===== src/rtl/gray_pkg.sv =====
// Shared definitions for the grayscale frame controller: mode codes, channel weights,
// FSM states and coordinate width.
package gray_pkg;

  localparam int COORD_W = 11;

  localparam logic [1:0] MODE_LUMA = 2'b00;
  localparam logic [1:0] MODE_RED  = 2'b01;
  localparam logic [1:0] MODE_MEAN = 2'b10;
  localparam logic [1:0] MODE_PASS = 2'b11;

  // Weights are unsigned, scale 1/128; each set sums to 128.
  localparam logic [7:0] LUMA_R = 8'd38;
  localparam logic [7:0] LUMA_G = 8'd75;
  localparam logic [7:0] LUMA_B = 8'd15;
  localparam logic [7:0] RED_R  = 8'd128;
  localparam logic [7:0] MEAN_R = 8'd43;
  localparam logic [7:0] MEAN_G = 8'd43;
  localparam logic [7:0] MEAN_B = 8'd42;

  typedef enum logic [1:0] {
    ST_IDLE,
    ST_LINE,
    ST_GAP,
    ST_FDONE
  } state_t;

  typedef struct packed {
    logic [7:0] r;
    logic [7:0] g;
    logic [7:0] b;
    logic       pass;
  } coef_t;

  function automatic coef_t mode_coef(input logic [1:0] mode);
    coef_t c;
    c = '{r: LUMA_R, g: LUMA_G, b: LUMA_B, pass: 1'b0};
    case (mode)
      MODE_RED:  c = '{r: RED_R, g: 8'd0, b: 8'd0, pass: 1'b0};
      MODE_MEAN: c = '{r: MEAN_R, g: MEAN_G, b: MEAN_B, pass: 1'b0};
      MODE_PASS: c = '{r: 8'd0, g: 8'd0, b: 8'd0, pass: 1'b1};
      default:   c = '{r: LUMA_R, g: LUMA_G, b: LUMA_B, pass: 1'b0};
    endcase
    return c;
  endfunction

endpackage


===== src/rtl/gray_frame_ctrl_sw_debounce.sv =====
// Two-flop synchronizer plus stability counter for an asynchronous switch bus.
// A value held DEB_CYC cycles after synchronization becomes the pending value; pend_nxt_o is its next state.
module sw_debounce
  import gray_pkg::*;
#(
  parameter int W       = 2,
  parameter int DEB_CYC = 1000000
) (
  input  logic         iCLK,
  input  logic         iRST,
  input  logic [W-1:0] sw_i,
  output logic [W-1:0] pend_nxt_o
);

  localparam int CNT_W = $clog2(DEB_CYC + 1);

  logic [W-1:0]     sync1_q, sync2_q;
  logic [W-1:0]     cand_q, cand_d;
  logic [W-1:0]     pend_q, pend_d;
  logic [CNT_W-1:0] cnt_q, cnt_d;

  // Counter saturates once the candidate is accepted, so pend_q keeps being refreshed with the same value.
  always_comb begin
    cand_d = cand_q;
    cnt_d  = cnt_q;
    pend_d = pend_q;
    if (sync2_q != cand_q) begin
      cand_d = sync2_q;
      cnt_d  = '0;
    end else if (cnt_q == CNT_W'(DEB_CYC - 1)) begin
      pend_d = cand_q;
    end else begin
      cnt_d = cnt_q + CNT_W'(1);
    end
  end

  always_ff @(posedge iCLK or negedge iRST) begin
    if (!iRST) begin
      sync1_q <= '0;
      sync2_q <= '0;
      cand_q  <= '0;
      cnt_q   <= '0;
      pend_q  <= '0;
    end else begin
      sync1_q <= sw_i;
      sync2_q <= sync1_q;
      cand_q  <= cand_d;
      cnt_q   <= cnt_d;
      pend_q  <= pend_d;
    end
  end

  assign pend_nxt_o = pend_d;

endmodule


===== src/rtl/gray_frame_ctrl.sv =====
// Frame controller beside the RGB-to-gray datapath: frame-synchronous mode/coefficient switching,
// pixel coordinates one cycle after iDVAL, frame pulses, frame count and sticky error.
module gray_frame_ctrl
  import gray_pkg::*;
#(
  parameter int H_ACTIVE = 640,
  parameter int V_ACTIVE = 480,
  parameter int DEB_CYC  = 1000000,
  parameter int GAP_MAX  = 4095
) (
  input  logic               iCLK,
  input  logic               iRST,
  input  logic               iDVAL,
  input  logic               iSW4,
  input  logic               iSW5,
  output logic [1:0]         oMode,
  output logic [7:0]         oCoefR,
  output logic [7:0]         oCoefG,
  output logic [7:0]         oCoefB,
  output logic               oPassThru,
  output logic               oPixVal,
  output logic [COORD_W-1:0] oX,
  output logic [COORD_W-1:0] oY,
  output logic               oFrameStart,
  output logic               oFrameDone,
  output logic [15:0]        oFrameCnt,
  output logic               oErr
);

  localparam int GAP_W = $clog2(GAP_MAX + 1);

  logic [1:0]         pend_nxt;
  state_t             state_q, state_d;
  logic [COORD_W-1:0] x_q, x_d, y_q, y_d;
  logic [COORD_W-1:0] ox_q, ox_d, oy_q, oy_d;
  logic [GAP_W-1:0]   gap_q, gap_d;
  logic [1:0]         mode_q, mode_d;
  coef_t              coef_q, coef_d;
  logic [15:0]        fcnt_q, fcnt_d;
  logic               err_q, err_d;
  logic               fstart_q, fstart_d;
  logic               fdone_q, pix_val_q, dval_prev_q;
  logic               rise;

  sw_debounce #(.W(2), .DEB_CYC(DEB_CYC)) u_deb (
    .iCLK       (iCLK),
    .iRST       (iRST),
    .sw_i       ({iSW5, iSW4}),
    .pend_nxt_o (pend_nxt)
  );

  // dval_prev_q resets high so a line already in progress at reset release is not taken as a rise.
  assign rise = iDVAL & ~dval_prev_q;

  always_comb begin
    state_d  = state_q;
    x_d      = x_q;
    y_d      = y_q;
    ox_d     = ox_q;
    oy_d     = oy_q;
    gap_d    = gap_q;
    mode_d   = mode_q;
    coef_d   = coef_q;
    fcnt_d   = fcnt_q;
    err_d    = err_q;
    fstart_d = 1'b0;
    case (state_q)
      ST_IDLE, ST_FDONE: begin
        state_d = ST_IDLE;
        if (state_q == ST_FDONE) fcnt_d = fcnt_q + 16'd1;
        if (rise) begin
          state_d  = ST_LINE;
          mode_d   = pend_nxt;
          coef_d   = mode_coef(pend_nxt);
          x_d      = COORD_W'(1);
          y_d      = '0;
          ox_d     = '0;
          oy_d     = '0;
          fstart_d = 1'b1;
        end
      end
      ST_LINE: begin
        if (iDVAL) begin
          ox_d = x_q;
          oy_d = y_q;
          x_d  = x_q + COORD_W'(1);
        end else begin
          state_d = ST_GAP;
          y_d     = y_q + COORD_W'(1);
          gap_d   = GAP_W'(1);
          if (x_q != COORD_W'(H_ACTIVE)) err_d = 1'b1;
        end
      end
      ST_GAP: begin
        if (y_q == COORD_W'(V_ACTIVE)) begin
          state_d = ST_FDONE;
        end else if (iDVAL) begin
          state_d = ST_LINE;
          x_d     = COORD_W'(1);
          ox_d    = '0;
          oy_d    = y_q;
        end else if (gap_q >= GAP_W'(GAP_MAX)) begin
          state_d = ST_IDLE;
          err_d   = 1'b1;
        end else begin
          gap_d = gap_q + GAP_W'(1);
        end
      end
      default: state_d = ST_IDLE;
    endcase
  end

  always_ff @(posedge iCLK or negedge iRST) begin
    if (!iRST) begin
      state_q     <= ST_IDLE;
      x_q         <= '0;
      y_q         <= '0;
      ox_q        <= '0;
      oy_q        <= '0;
      gap_q       <= '0;
      mode_q      <= MODE_LUMA;
      coef_q      <= mode_coef(MODE_LUMA);
      fcnt_q      <= '0;
      err_q       <= 1'b0;
      fstart_q    <= 1'b0;
      fdone_q     <= 1'b0;
      pix_val_q   <= 1'b0;
      dval_prev_q <= 1'b1;
    end else begin
      state_q     <= state_d;
      x_q         <= x_d;
      y_q         <= y_d;
      ox_q        <= ox_d;
      oy_q        <= oy_d;
      gap_q       <= gap_d;
      mode_q      <= mode_d;
      coef_q      <= coef_d;
      fcnt_q      <= fcnt_d;
      err_q       <= err_d;
      fstart_q    <= fstart_d;
      fdone_q     <= (state_q == ST_FDONE);
      pix_val_q   <= iDVAL;
      dval_prev_q <= iDVAL;
    end
  end

  assign oMode       = mode_q;
  assign oCoefR      = coef_q.r;
  assign oCoefG      = coef_q.g;
  assign oCoefB      = coef_q.b;
  assign oPassThru   = coef_q.pass;
  assign oPixVal     = pix_val_q;
  assign oX          = ox_q;
  assign oY          = oy_q;
  assign oFrameStart = fstart_q;
  assign oFrameDone  = fdone_q;
  assign oFrameCnt   = fcnt_q;
  assign oErr        = err_q;

endmodule


===== config.mk =====
export PLATFORM = sky130hd
export DESIGN_NAME = gray_frame_ctrl
export DESIGN_NICKNAME = d
export VERILOG_FILES = /design/src/rtl/gray_pkg.sv /design/src/rtl/gray_frame_ctrl_sw_debounce.sv /design/src/rtl/gray_frame_ctrl.sv
export SDC_FILE = /design/constraint.sdc
export NUM_CORES = 1
export LEC_CHECK = 0
export CORE_MARGIN = 2
export CORE_UTILIZATION = 43
export DETAILED_ROUTE_END_ITERATION = 16
export MAX_ROUTING_LAYER = met4
export PLACE_DENSITY_LB_ADDON = 0.05
export REMOVE_ABC_BUFFERS = 1
export SLEW_MARGIN = 10
export SYNTH_ARGS = -nofsm -noshare
export SYNTH_HDL_FRONTEND = slang
export SYNTH_HIERARCHICAL = 1
export SYNTH_SLANG_ARGS = --single-unit

===== constraint.sdc =====
create_clock -name iCLK -period 2.5 [get_ports iCLK]
set_clock_uncertainty 0.2 [all_clocks]
set_input_delay 0.375 -clock iCLK [delete_from_list [all_inputs] [get_ports iCLK]]
set_output_delay 0.375 -clock iCLK [all_outputs]
set_load 0.02 [all_outputs]

==> images/cell_classes.png <==
(4 px per um)
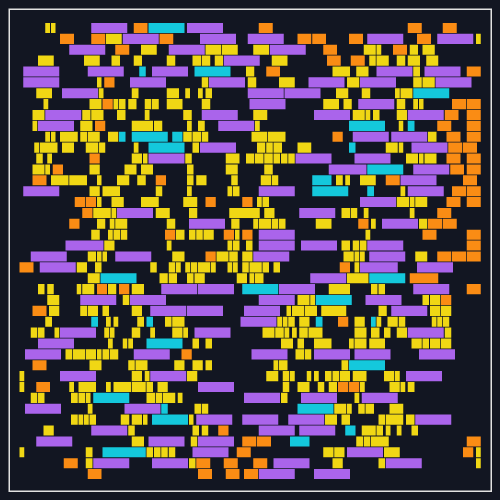
class	colour	cells
all other logic	yellow	422
other buffers and delay cells	orange	94
clock drivers and dummy loads	cyan	32
flops	purple	114
placeable core region: 0.0132 mm2
end-of-flow core utilization: 0.546
design area: 0.00720 mm2
standard-cell row count: 42
flip-flop and latch share of the layout cell area: 0.397

==> images/met3.png <==
(2 px per um) Cells faint in the background.
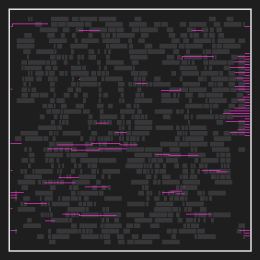
wire length on this layer	497 um
share of all routed wire	3.9%
total wirelength of the detailed-routed design: 12900 um
global routing met3 resource utilization: 0.0423
via count: 4591

==> images/drive_strength.png <==
(3 px per um)
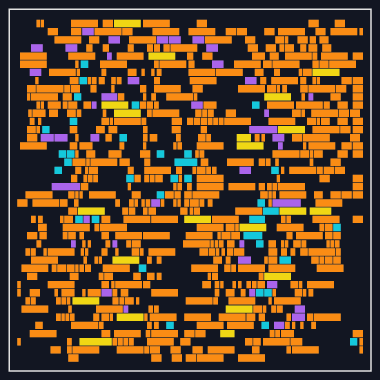
size	colour	cells	most used
drive 2	purple	40	mux2_2
drive 1 or less	orange	566	dfrtp_1
drive 3 to 4	cyan	35	buf_4
drive 6 and up	yellow	21	clkbuf_16
buffers outside the clock class: 94
synthesis-to-layout area growth: 24.3%
PnR worst setup slack: 0.113 ns

==> images/registers.png <==
(3 px per um)
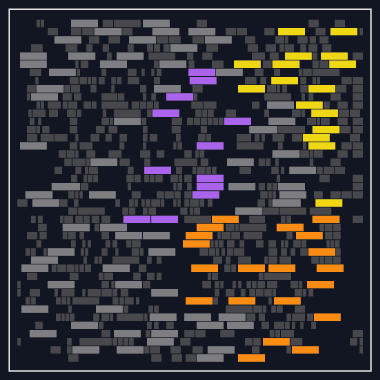
name in the netlist	colour	flops
u_deb/cnt_q	orange	20
oFrameCnt	yellow	16
gap_q	purple	12
not coloured	66
Seq power: 0.00208 W
register area: 0.00286 mm2

==> results_slide.txt <==
Run Summary

Final layout
  • Fraction of area in multi-input gates: 0.367
  • Tally of filler cells in the layout: ~1.2k
  • Combinational Gates: ~400
  • Number of signal-net inverters in the final layout: 15
  • Clk_buf instances: 20
  • Highest-count cells in the layout ignoring fill and taps: dfrtp_1 (111), clkdlybuf4s50_1 (64), nand2_1 (56), o21ai_0 (50), buf_4 (28)
  • Comb gate area: between 0.002 and 0.003 mm2
  • Max FFs per register: 20
  • Proportion of cell area spent on the clock network: 0.0759
  • Antenna diode count: 0
  • Most frequent logic cell in the layout: dfrtp_1
  • Count of flip-flops and latches: 114

GRT
  • Leftover overflow at the end of global routing: 0
  • Largest net degree at the start of global routing: 39
  • Fraction of met2 tracks used by global routing: 0.300
  • Most congested layer reported by global routing: met2
  • Wire length of the first global-routing pass: 22000 um
  • Number of antenna violations at the first check in global routing: 0
  • Met1 usage in global routing: 0.261

Worst hold path
  • Startpoint of the lowest-slack hold path: u_deb/sync1_q[0]$_DFF_PN0_
  • Worst hold path stage count: 0
  • Class of the tightest hold or removal check: reg -> reg

Detailed routing
  • Routed via count divided by cell count: 5.48
  • DRC errors left: 0
  • Number of design-rule violations left by the first detailed-router iteration: 281
  • Routed wire length on met3: 497 um
  • Amount of wire on met2 after detailed routing: approximately 6000 um

Logic synthesis
  • Share of synthesized cell area in and, or, nand and nor gates: 0.214
  • Number of enable flip-flop cells: 0
  • Synth flops: approximately 110
  • Synthesized-area fraction occupied by ao, oa, aoi and oai cells: 0.137
  • Dominant cell by count in the synthesized netlist: dfrtp_1
  • Cell count in the Yosys report: about 580
  • Parity-gate share of the synthesized area counting xor and xnor cells: 0.0408
  • Yosys stat area: 0.00580 mm2
  • Synthesized area divided by synthesized cell count: 10.1 um2
  • Post-Synthesis Cells: 576
  • Primary FF master, synth: dfrtp_1
  • Most area-hungry cell type in the Yosys netlist: dfrtp_1
  • Synth logic family: simple AND/OR/NAND/NOR gates
  • Fraction of registers with async set/reset: 1.00
  • Share of synthesized area spent on multiplexers: 0.0378
  • Synthesized area: ~0.0058 mm2

STA
  • Worst slack on hold paths: approximately 0.15 ns
  • RSZ-0062 raised after global routing: yes
  • Final Max Tran Viols: 0
  • Post-layout min period: 2.39 ns
  • Worst-margin pin slew: 0.653 ns
  • Relative slew slack: 0.565
  • Count of endpoints failing hold in the final timing report: 0
  • Final setup violation count: 0

Worst setup path
  • Element type at the critical path end: register
  • Critical path class: reg -> reg
  • Crit-path leading delay family: simple AND/OR/NAND/NOR gates
  • Number of cells on the worst reg-to-reg path: 5
  • Worst-case register-to-register setup slack: between 0.1 and 0.15 ns
  • Type of origin of the critical path: register
  • Largest stage delay, worst path: 0.54 ns
  • Number of buffers and inverters on the critical path: 0
  • Reg2reg end: oMode[0]$_DFFE_PN0P_
  • Crit path cell chain: or4_1, nor4_2, nand3_4, mux2_4, mux2_2
  • Stages on worst setup path: 5
  • Critical Path Sink: oMode[0]$_DFFE_PN0P_

Die
  • Height of the die: 120 um
  • DIE WIDTH: 120 um

Power
  • Power per cell area: 724 mW/mm2
  • Peak supply drop: ~480 uV
  • Top power consumer group: clock
  • Combinational cell power: around 0.0009 W
  • P_leak: 3.01 nW
  • NetSw: 0.00149 W
  • Combinational share of power: 0.173

Run
  • Count of max-cap constraint violations: 0

Placement
  • Total instance count after detailed placement: a little over 800
  • Placement Cell Area: 0.00665 mm2
  • Routability cong.: 0.819
  • Placement-stage worst setup slack: between 0.1 and 0.15 ns

Clock network
  • Cell resize tally after clock tree synthesis: 0
  • CTS sink cnt: 114
  • Number of buffers inserted during clock tree synthesis: 17
  • Post-cts hold buffer count: 1
  • TritonCTS clock tree: done

Outcome
  • Result of the run: complete, no violations
Power and IR drop assume default switching activity.
